**src/rtl/ras_spec_ctrl_pkg.sv**
```systemverilog
// Shared encodings for the RAS speculation controller and its journal.
package ras_spec_ctrl_pkg;

    // Journal entry type. Bit 0 records a call and bit 1 records a return.
    typedef enum logic [1:0] {
        JT_NONE    = 2'b00,
        JT_CALL    = 2'b01,
        JT_RET     = 2'b10,
        JT_CALLRET = 2'b11
    } jtype_e;

    typedef enum logic {
        ST_IDLE     = 1'b0,
        ST_ROLLBACK = 1'b1
    } state_e;

endpackage

```
**src/rtl/ras_spec_ctrl_if.sv**
```systemverilog
// Fetch, commit/flush and RAS-side signals of the speculation controller.
interface ras_spec_ctrl_if #(
    parameter int JDEPTH_W = 3
);
    logic                fe_valid;
    logic                fe_is_call;
    logic                fe_is_ret;
    logic                fe_ready;
    logic                retire_valid;
    logic                flush;
    logic                ras_push;
    logic                ras_pop;
    logic                ras_rollback_push;
    logic                ras_rollback_pop;
    logic                busy;
    logic [JDEPTH_W:0]   jcount;

    modport master (
        output fe_valid, fe_is_call, fe_is_ret, retire_valid, flush,
        input  fe_ready, ras_push, ras_pop, ras_rollback_push,
               ras_rollback_pop, busy, jcount
    );

    modport slave (
        input  fe_valid, fe_is_call, fe_is_ret, retire_valid, flush,
        output fe_ready, ras_push, ras_pop, ras_rollback_push,
               ras_rollback_pop, busy, jcount
    );
endinterface

```
**src/rtl/ras_journal_fifo.sv**
```systemverilog
// Circular journal: push at tail, pop at head, retract the youngest entry at tail-1.
module ras_journal_fifo #(
    parameter int DEPTH_W = 3,
    parameter int WIDTH   = 2
) (
    input  logic               clk,
    input  logic               rst_n,
    input  logic               push_i,
    input  logic [WIDTH-1:0]   data_i,
    input  logic               pop_i,
    input  logic               retract_i,
    output logic [WIDTH-1:0]   top_o,
    output logic [DEPTH_W:0]   count_o
);
    localparam int                 DEPTH   = 1 << DEPTH_W;
    localparam logic [DEPTH_W-1:0] PTR_ONE = (DEPTH_W)'(1);
    localparam logic [DEPTH_W:0]   CNT_ONE = (DEPTH_W+1)'(1);

    logic [WIDTH-1:0]   mem_q [DEPTH];
    logic [DEPTH_W-1:0] head_q;
    logic [DEPTH_W-1:0] tail_q;
    logic [DEPTH_W-1:0] top_idx;
    logic [DEPTH_W:0]   count_q;
    logic [DEPTH_W:0]   count_d;

    // Pop and retract never coincide: retract only happens during rollback.
    always_comb begin
        count_d = count_q;
        if (push_i)
            count_d = count_d + CNT_ONE;
        if (pop_i || retract_i)
            count_d = count_d - CNT_ONE;
    end

    always_ff @(posedge clk) begin
        if (!rst_n) begin
            head_q  <= '0;
            tail_q  <= '0;
            count_q <= '0;
        end else begin
            if (push_i)
                tail_q <= tail_q + PTR_ONE;
            else if (retract_i)
                tail_q <= tail_q - PTR_ONE;
            if (pop_i)
                head_q <= head_q + PTR_ONE;
            count_q <= count_d;
        end
    end

    always_ff @(posedge clk) begin
        if (push_i)
            mem_q[tail_q] <= data_i;
    end

    assign top_idx = tail_q - PTR_ONE;
    assign top_o   = mem_q[top_idx];
    assign count_o = count_q;

endmodule

```
**src/rtl/ras_spec_ctrl.sv**
```systemverilog
// RAS speculation controller: forward push/pop strobes, journal, youngest-first rollback on flush.
// Optional statistics counters when RAS_SPEC_CTRL_STATS_EN is defined.
module ras_spec_ctrl
    import ras_spec_ctrl_pkg::*;
#(
    parameter int JDEPTH_W = 3
) (
    input  logic               clk,
    input  logic               rst_n,
    ras_spec_ctrl_if.slave     bus
`ifdef RAS_SPEC_CTRL_STATS_EN
    ,
    output logic [31:0]        stat_flushes,
    output logic [31:0]        stat_rb_cycles,
    output logic [31:0]        stat_lost
`endif
);
    localparam int               JDEPTH   = 1 << JDEPTH_W;
    localparam logic [JDEPTH_W:0] CNT_FULL = (JDEPTH_W+1)'(JDEPTH);
    localparam logic [JDEPTH_W:0] CNT_ONE  = (JDEPTH_W+1)'(1);

    state_e              state_q;
    logic [JDEPTH_W:0]   jcount;
    logic [1:0]          top_type;
    logic                rb_active;
    logic                fe_ready;
    logic                fire;
    logic                retire_ok;
    logic                go_rb;

    assign rb_active = (state_q == ST_ROLLBACK);
    assign fe_ready  = !rb_active && !bus.flush && (jcount < CNT_FULL);
    assign fire      = bus.fe_valid && fe_ready && (bus.fe_is_call || bus.fe_is_ret);
    assign retire_ok = !rb_active && bus.retire_valid && (jcount != '0);
    // The mispredicting instruction commits with the flush, so its retire is counted first.
    assign go_rb     = !rb_active && bus.flush &&
                       (retire_ok ? (jcount > CNT_ONE) : (jcount != '0));

    ras_journal_fifo #(
        .DEPTH_W (JDEPTH_W),
        .WIDTH   (2)
    ) u_journal (
        .clk       (clk),
        .rst_n     (rst_n),
        .push_i    (fire),
        .data_i    ({bus.fe_is_ret, bus.fe_is_call}),
        .pop_i     (retire_ok),
        .retract_i (rb_active),
        .top_o     (top_type),
        .count_o   (jcount)
    );

    always_ff @(posedge clk) begin
        if (!rst_n) begin
            state_q <= ST_IDLE;
        end else begin
            case (state_q)
                ST_IDLE:     if (go_rb) state_q <= ST_ROLLBACK;
                ST_ROLLBACK: if (jcount == CNT_ONE) state_q <= ST_IDLE;
                default:     state_q <= ST_IDLE;
            endcase
        end
    end

    assign bus.fe_ready          = fe_ready;
    assign bus.ras_push          = fire && bus.fe_is_call;
    assign bus.ras_pop           = fire && bus.fe_is_ret;
    // A CALLRET entry has overwritten its slot, so it is retracted with no strobe.
    assign bus.ras_rollback_push = rb_active && (top_type == JT_RET);
    assign bus.ras_rollback_pop  = rb_active && (top_type == JT_CALL);
    assign bus.busy              = rb_active;
    assign bus.jcount            = jcount;

    assert property (@(posedge clk) disable iff (!rst_n)
        !(!rb_active && bus.retire_valid && (jcount == '0)));

`ifdef RAS_SPEC_CTRL_STATS_EN
    function automatic logic [31:0] sat_inc(input logic [31:0] v);
        return (v == '1) ? v : v + 32'd1;
    endfunction

    always_ff @(posedge clk) begin
        if (!rst_n) begin
            stat_flushes   <= '0;
            stat_rb_cycles <= '0;
            stat_lost      <= '0;
        end else begin
            if (go_rb)
                stat_flushes <= sat_inc(stat_flushes);
            if (rb_active)
                stat_rb_cycles <= sat_inc(stat_rb_cycles);
            if (rb_active && (top_type == JT_CALLRET))
                stat_lost <= sat_inc(stat_lost);
        end
    end
`endif

endmodule

```
**src/flat_wrapper.sv**
```systemverilog
// flat-port wrapper written by rule: the top's interface ports become plain ports
module ras_spec_ctrl_flat import ras_spec_ctrl_pkg::*;
#(
    parameter int JDEPTH_W = 3
)
  (clk, rst_n, bus_fe_valid, bus_fe_is_call, bus_fe_is_ret, bus_retire_valid, bus_flush, bus_fe_ready, bus_ras_push, bus_ras_pop, bus_ras_rollback_push, bus_ras_rollback_pop, bus_busy, bus_jcount);
  ras_spec_ctrl_if #(.JDEPTH_W(JDEPTH_W)) bus_i ();
  input  logic clk;
  input  logic rst_n;
  input wire logic [$bits(bus_i.fe_valid)-1:0] bus_fe_valid;
  input wire logic [$bits(bus_i.fe_is_call)-1:0] bus_fe_is_call;
  input wire logic [$bits(bus_i.fe_is_ret)-1:0] bus_fe_is_ret;
  input wire logic [$bits(bus_i.retire_valid)-1:0] bus_retire_valid;
  input wire logic [$bits(bus_i.flush)-1:0] bus_flush;
  output wire logic [$bits(bus_i.fe_ready)-1:0] bus_fe_ready;
  output wire logic [$bits(bus_i.ras_push)-1:0] bus_ras_push;
  output wire logic [$bits(bus_i.ras_pop)-1:0] bus_ras_pop;
  output wire logic [$bits(bus_i.ras_rollback_push)-1:0] bus_ras_rollback_push;
  output wire logic [$bits(bus_i.ras_rollback_pop)-1:0] bus_ras_rollback_pop;
  output wire logic [$bits(bus_i.busy)-1:0] bus_busy;
  output wire logic [$bits(bus_i.jcount)-1:0] bus_jcount;
  assign bus_i.fe_valid = bus_fe_valid;
  assign bus_i.fe_is_call = bus_fe_is_call;
  assign bus_i.fe_is_ret = bus_fe_is_ret;
  assign bus_i.retire_valid = bus_retire_valid;
  assign bus_i.flush = bus_flush;
  assign bus_fe_ready = bus_i.fe_ready;
  assign bus_ras_push = bus_i.ras_push;
  assign bus_ras_pop = bus_i.ras_pop;
  assign bus_ras_rollback_push = bus_i.ras_rollback_push;
  assign bus_ras_rollback_pop = bus_i.ras_rollback_pop;
  assign bus_busy = bus_i.busy;
  assign bus_jcount = bus_i.jcount;
  ras_spec_ctrl #(.JDEPTH_W(JDEPTH_W)) u_core (.clk(clk), .rst_n(rst_n), .bus(bus_i));
endmodule
```
**config.mk**
```make
export PLATFORM = sky130hd
export DESIGN_NAME = ras_spec_ctrl_flat
export DESIGN_NICKNAME = d
export VERILOG_FILES = /design/src/rtl/ras_spec_ctrl_pkg.sv /design/src/rtl/ras_spec_ctrl_if.sv /design/src/rtl/ras_journal_fifo.sv /design/src/rtl/ras_spec_ctrl.sv /design/src/flat_wrapper.sv
export SDC_FILE = /design/constraint.sdc
export NUM_CORES = 1
export LEC_CHECK = 0
export CAP_MARGIN = 5
export CORE_MARGIN = 1
export CORE_UTILIZATION = 30
export CTS_CLUSTER_DIAMETER = 40
export DETAILED_ROUTE_END_ITERATION = 6
export SYNTH_ARGS = -nofsm -noshare
export SYNTH_HDL_FRONTEND = slang
export SYNTH_HIERARCHICAL = 1
export SYNTH_SLANG_ARGS = --single-unit
```
**constraint.sdc**
```tcl
create_clock -name clk -period 1.9 [get_ports clk]
set_input_delay 0.285 -clock clk [delete_from_list [all_inputs] [get_ports clk]]
set_output_delay 0.285 -clock clk [all_outputs]
set_load 0.01 [all_outputs]
```
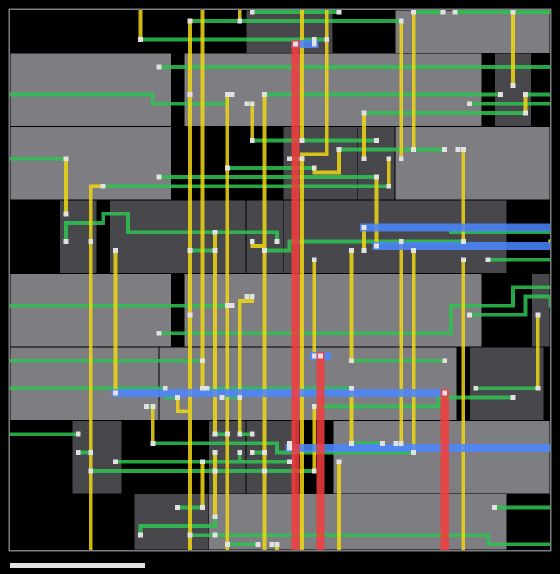
Run 1: layout detail
The bar under the picture is 5 um long. Window x 23 to 43, y 36 to 56 um. Cells in grey, sequential cells in the stronger grey; small squares are vias.
Key: yellow = M2; blue = M3; green = M1; red = M4
Netlist names of flops here include `u_core/u_journal/mem_q` (11). 24 logic cells have their middle in the window. Sequential cells in the window: 11. Most frequent: edfxtp_1 (11), nor2_1 (4).

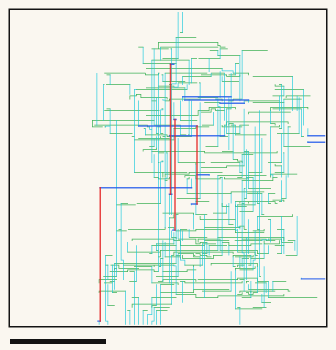
Run 1: signal wires by layer
The bar under the picture is 20 um long.
Key: green = M1 [wire length 1200 um]; blue = M3 [wire length 88.3 um]; red = M4 [wire length 94.5 um]; cyan = M2 [wire length 1160 um]
aggregate global-route resource usage: 0.1381
detailed-route via count: 860
routed len/inst: 14.05 um
drt total wl: 2.543 mm

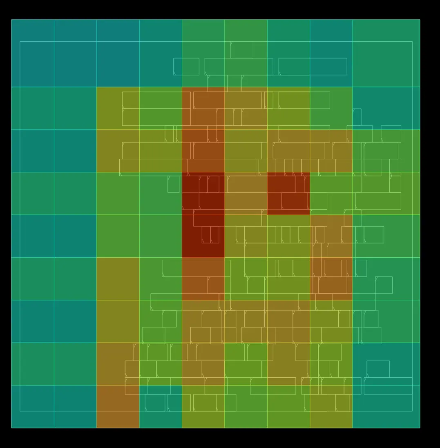
Run 1: congestion heat map
GR Layer Usage met3: 0.03448
routing usage on met2: 0.2028
met1 GRT Util: 0.1827

==> notes.md, run 1 <==
Update from the flow run.

Dividing the detail-routed via count by the number of cells gives 4.751. Summing all non-filler instances in the final layout gives an area of approximately 1600 um^2. The die area is about 4400 um^2. The topmost layer with routed signal wires is met4. The number of max-cap violations is 0. The clock buffer count from CTS is 3.

The placer's final routability congestion estimate is between 0.7 and 0.8. According to the timing report, the arrival time at the worst endpoint equals between 1500 and 2000 ps. Wire segments on met3 add up to around 90 um in the final route. Global route summary, busiest routing layer listed as met2. The chip area line of the yosys report is about 1200 um^2.

The per-instance average area after synthesis is roughly 12 um^2. The share of async-settable or async-resettable flops after synthesis is 0. The post-route utilization of the core is recorded as 0.4338. The combinational gate count is roughly 68. The number of failing setup endpoints in the final timing report is 2.

The antenna diode count is 0. The synthesis run shows the most used standard cells to be sky130_fd_sc_hd__edfxtp_1 (16), sky130_fd_sc_hd__nor2_1 (10), sky130_fd_sc_hd__nand2_1 (9). The number of well-tap cells placed is 48. Synthesis inferred 24 register bits.

Once detailed placement completed, the half-perimeter wirelength came to approximately 1.9 mm. The number of cells in the yosys synthesis report is about 100. The area of all sequential standard cells is 645.6 um^2. The TritonCTS sink count is 24. Entering global routing, the biggest net connects 15 pins. The final layout report lists a filler cell count of 353.

The worst-case clock buffer depth is 2. The final net count is 145. The final layout report lists a clock buffer count of 3.

The sequential share of cell area is 0.3918. From bottom edge to top edge, the die measures approximately 66 um. The detailed router finished its first iteration with between 70 and 80 violations. The worst setup path is of the flip-flop to primary output kind. The layout has 33 buffers outside the clock class.

The count of different cell masters after synthesis is 31. The run finished, with violations left. The first global-routing pass estimated ~4.3 mm of wire. The checks that failed: negative setup slack. The non-clock buffer area fraction after layout is 0.1701. STA lists the maximum fanout along the critical path as 5. The number of buffers inserted by port buffering is 16. Setup slack on the critical path of the routed design comes to -247.0 ps.
[run 1: final timing paths]
check,cells after the start,from,end,slack [ps]
setup / recovery,6,u_core/u_journal/tail_q[0],bus_ras_rollback_push,-250
setup reg to reg,7,u_core/bus.busy,u_core/u_journal/count_o[3],110
hold reg to reg,3,u_core/u_journal/tail_q[1],u_core/u_journal/tail_q[1],660
hold / removal,3,bus_flush,u_core/bus.busy,520
[run 1: power by group]
part | internal (mW) | switching (mW) | total [mW]
Sequential | 0.651 | 0.0784 | 0.729
Combinational | 0.771 | 0.576 | 1.35
Clock | 0.282 | 0.162 | 0.443
[run 1: sequential cells by signal (all words and copies together) (netlist names)]
signal and cells:
u_core/u_journal/count_o 4, u_core/u_journal/mem_q 16, u_core/bus.busy 1, u_core/u_journal/tail_q 3
[run 1: cell families (layout without fill, tap and decap cells)]
logic type | count (synthesis) | after routing | synth area share
xor gates and xnor gates | 8 | 8 | 0.06295
adders and majority gates | 4 | 4 | 0.04061
DFF | 24 | 24 | 0.5198
buffers and inverters | 7 | 41 | 0.03147
muxes | 7 | 7 | 0.1127
and+or+nand+nor | 40 | 40 | 0.1807
AOI/OAI and AO/OA | 9 | 9 | 0.05178
[run 1: what timing repair did]
| item | in CTS | in global routing |
|---|---|---|
| endpoints found under the setup margin | 7 | 4 |
| endpoints found under the hold margin | 0 | 0 |
| pin swaps | 3 | 2 |
| gates resized | 25 | 4 |
[run 1: worst min-delay path, stage by stage]
cell	delay, ps
sky130_fd_sc_hd__dlygate4sd2_1	270
sky130_fd_sc_hd__o21ai_0	140
sky130_fd_sc_hd__nor3_1	60
[run 1: stage by stage]
stage,TNS [ps],power [mW]
floorplan,-32.95,1.491
global placement,-4234,1.932
detailed placement,-4324,1.958
CTS,-446.5,2.503
global route,-612.5,2.693
finish,-435.5,2.520
--- run 2 (diff from run 1) ---
--- a/config.mk
+++ b/config.mk
@@ -6,10 +6,11 @@
 export NUM_CORES = 1
 export LEC_CHECK = 0
 export CAP_MARGIN = 5
-export CORE_MARGIN = 1
-export CORE_UTILIZATION = 30
+export CORE_MARGIN = 4
+export CORE_UTILIZATION = 48
 export CTS_CLUSTER_DIAMETER = 40
 export DETAILED_ROUTE_END_ITERATION = 6
+export PLACE_DENSITY = 0.74
 export SYNTH_ARGS = -nofsm -noshare
 export SYNTH_HDL_FRONTEND = slang
 export SYNTH_HIERARCHICAL = 1
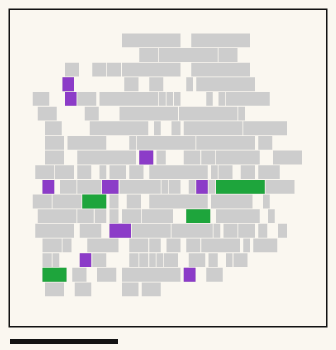
Run 2: gate-type map
The bar under the picture is 20 um long.
Key: purple = and/or cells [cells 9, most used and2_1]; green = fa/ha/maj cells [cells 4, most used ha_1]
Final Non-Filler Cells: 163
fraction of standard cell area in multi-input logic: 0.3611

==> notes.md, run 2 <==
Update from the flow run.

The total wirelength of the detailed-routed design was 2.590 mm (+1.8%). The setup TNS after final layout is -513.6 ps (-78.19 ps). The summed area of non-filler cells in the final layout is 1608 um^2 (-2.4%).

The via density per instance was 5.503 (+16%). The topmost layer with routed signal wires is met4. The largest fanout on the critical path is 5 (unchanged).

The number of buffers inserted by port buffering is 16 (unchanged). The checks that failed: negative setup slack. The die outline height is 58.67 um (-11%).

The number of failing setup endpoints in the final timing report is 2 (unchanged). The utilization after layout was 0.6549 (+0.2211). The share of async-settable or async-resettable flops after synthesis is 0 (unchanged). The TritonCTS sink count is 24 (unchanged). The antenna diode count is 0 (unchanged).

The fraction of met2 tracks used by global routing is 0.2600 (+0.05716). The detailed placement HPWL is 1.996 mm (+4.8%). The setup slack of the critical path after layout was -283.8 ps (-36.84 ps).

The chip area line of the yosys report is 1232 um^2 (unchanged). The die area is 3442 um^2 (-21%). The routed wirelength normalized by instance count is 15.89 um (+13%). The number of max-cap violations is 0 (unchanged). The start of the worst register-to-register path is u_core/u_journal/count_o[3]. Per the hold report, the tightest min-delay path originates at bus_flush. The run finished, with violations left. The count of different cell masters after synthesis was 31 (unchanged).

The placer's final routability congestion estimate is 0.7884 (+2.3%). The arrival time of the worst setup path is 1900 ps (+40 ps). The total power after layout is 2.459 mW (-2.4%).
run 2: cell counts after synthesis:
Identical to the previous run, type by type.
run 2: kinds of logic (layout without fill, tap and decap cells):
| family | count (synthesis) | count (layout) | synth area share |
|---|---|---|---|
| AND-OR/OR-AND | 9 | 9 | 0.05178 |
| XOR/XNOR | 8 | 8 | 0.06295 |
| adder cells (fa/ha/maj) | 4 | 4 | 0.04061 |
| buffers and inverters | 7 | 41 | 0.03147 |
| flip-flops | 24 | 24 | 0.5198 |
| multiplexers | 7 | 7 | 0.1127 |
| AND/OR/NAND/NOR | 40 | 40 | 0.1807 |
run 2: power breakdown:
part | internal [mW] | switching, mW
Clock | 0.213 | 0.146
Sequential | 0.649 | 0.0688
Combinational | 0.782 | 0.601
run 2: cell type report:
class | instances | area (um^2)
Tap cell | 30 | 37.54
Multi-Input combinational cell | 68 | 580.6
Inverter | 4 | 15.01
Sequential cell | 24 | 644.4
Fill cell | 189 | 847.1
Clock buffer | 3 | 22.52
Timing Repair Buffer | 33 | 277.8
Clock inverter | 1 | 30.03
run 2: critical path, stage by stage (launching register included):
cell	delay, ps
sky130_fd_sc_hd__dfxtp_2	380
sky130_fd_sc_hd__inv_2	60
sky130_fd_sc_hd__ha_4	290
sky130_fd_sc_hd__mux4_2	290
sky130_fd_sc_hd__mux2_4	290
sky130_fd_sc_hd__nor3b_2	140
sky130_fd_sc_hd__buf_2	140
run 2: repair_timing:
item	4_1_cts	5_1_grt
hold buffers	0	0
endpoints found under the setup margin	6	5
gates resized	22	4
pin swaps	3	3
buffers inserted	1	0
--- run 3 (diff from run 2) ---
--- a/config.mk
+++ b/config.mk
@@ -5,7 +5,6 @@
 export SDC_FILE = /design/constraint.sdc
 export NUM_CORES = 1
 export LEC_CHECK = 0
-export CAP_MARGIN = 5
 export CORE_MARGIN = 4
 export CORE_UTILIZATION = 48
 export CTS_CLUSTER_DIAMETER = 40
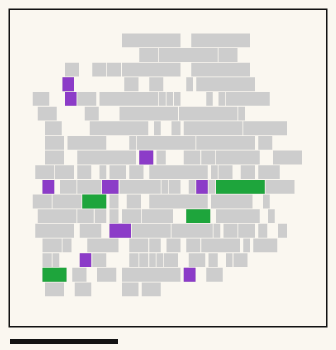
Run 3: gate-type map
The bar under the picture is 20 um long.
Key: green = fa/ha/maj cells [cells 4, most used ha_1]; purple = and/or cells [cells 9, most used and2_1]

==> notes.md, run 3 <==
Update from the flow run.

The summed area of non-filler cells in the final layout is 1608 um^2 (unchanged). The setup TNS after final layout was -513.6 ps (unchanged). The total internal power is 1.643 mW (unchanged). The die outline height came to 58.67 um (unchanged). The total wirelength of the detailed-routed design is 2.590 mm (unchanged). The chip area line of the yosys report is 1232 um^2 (unchanged). The via density per instance was 5.503 (unchanged).

The largest fanout on the critical path is 5 (unchanged). The fraction of met2 tracks used by global routing is 0.2600 (unchanged). The switching share of power is 0.3316 (unchanged).

The arrival time of the worst setup path is 1900 ps (about the same). The setup slack of the critical path after layout is -283.8 ps (unchanged). The count of different cell masters after synthesis is 31 (unchanged). The delay of the slowest critical-path stage is 380 ps (about the same). The detailed placement HPWL is 1.996 mm (unchanged). The run finished, with violations left. The share of power burned in the clock network came to 0.146 (about the same). The placer's final routability congestion estimate came to 0.7884 (unchanged). The number of fill cells in the layout is 189 (unchanged). The number of failing setup endpoints in the final timing report is 2 (unchanged).

The checks that failed: negative setup slack. The startpoint identified for the worst register-to-register timing path is u_core/u_journal/count_o[3].
run 3: cell counts in the layout (fill, tap and decap cells not counted):
Identical to the previous run, type by type.
run 3: final cells by class:
cell class,count,area (um^2),area share
Clock buffer,3,22.52,0.01401
Clock inverter,1,30.03,0.01868
Inverter,4,15.01,0.009339
Multi-Input combinational cell,68,580.6,0.3611
Sequential cell,24,644.4,0.4008
Tap cell,30,37.54,0.02335
Timing Repair Buffer,33,277.8,0.1728
run 3: timing repair:
item,in CTS,in global routing
gates resized,22,4
endpoints found under the setup margin,6,5
gates cloned,0,0
pin swaps,3,3
hold buffers,0,0
buffers inserted,1,0
run 3: power groups by stage:
stage | Sequential, mW | Clock [mW] | Combinational [mW]
after floorplan | 0.758 | 0 | 0.734
after global placement | 0.712 | 0 | 1.20
after detailed placement | 0.718 | 0 | 1.25
after CTS | 0.715 | 0.365 | 1.37
after global routing | 0.726 | 0.389 | 1.51
final | 0.718 | 0.359 | 1.38
run 3: cells by family after synthesis:
group / share of synthesized area
AND/OR/NAND/NOR: 0.1807
adder cells (fa/ha/maj): 0.04061
XOR/XNOR: 0.06295
multiplexers: 0.1127
AND-OR/OR-AND: 0.05178
flip-flops: 0.5198
buffers and inverters: 0.03147
run 3: worst max path at each step:
stage | start | end | slack [ps] | cells past startpoint
floorplan | u_core/u_journal/tail_q[0] | bus_ras_rollback_push | -30 | 6
global placement | bus_flush | u_core/u_journal/count_o[2] | -390 | 9
detailed placement | u_core/u_journal/tail_q[0] | bus_ras_rollback_push | -490 | 6
CTS | u_core/u_journal/tail_q[0] | bus_ras_rollback_push | -300 | 6
global route | u_core/u_journal/tail_q[0] | bus_ras_rollback_push | -360 | 6
finish | u_core/u_journal/tail_q[0] | bus_ras_rollback_push | -280 | 6
Power figures rest on the tool's default switching activity, not on a simulated workload.
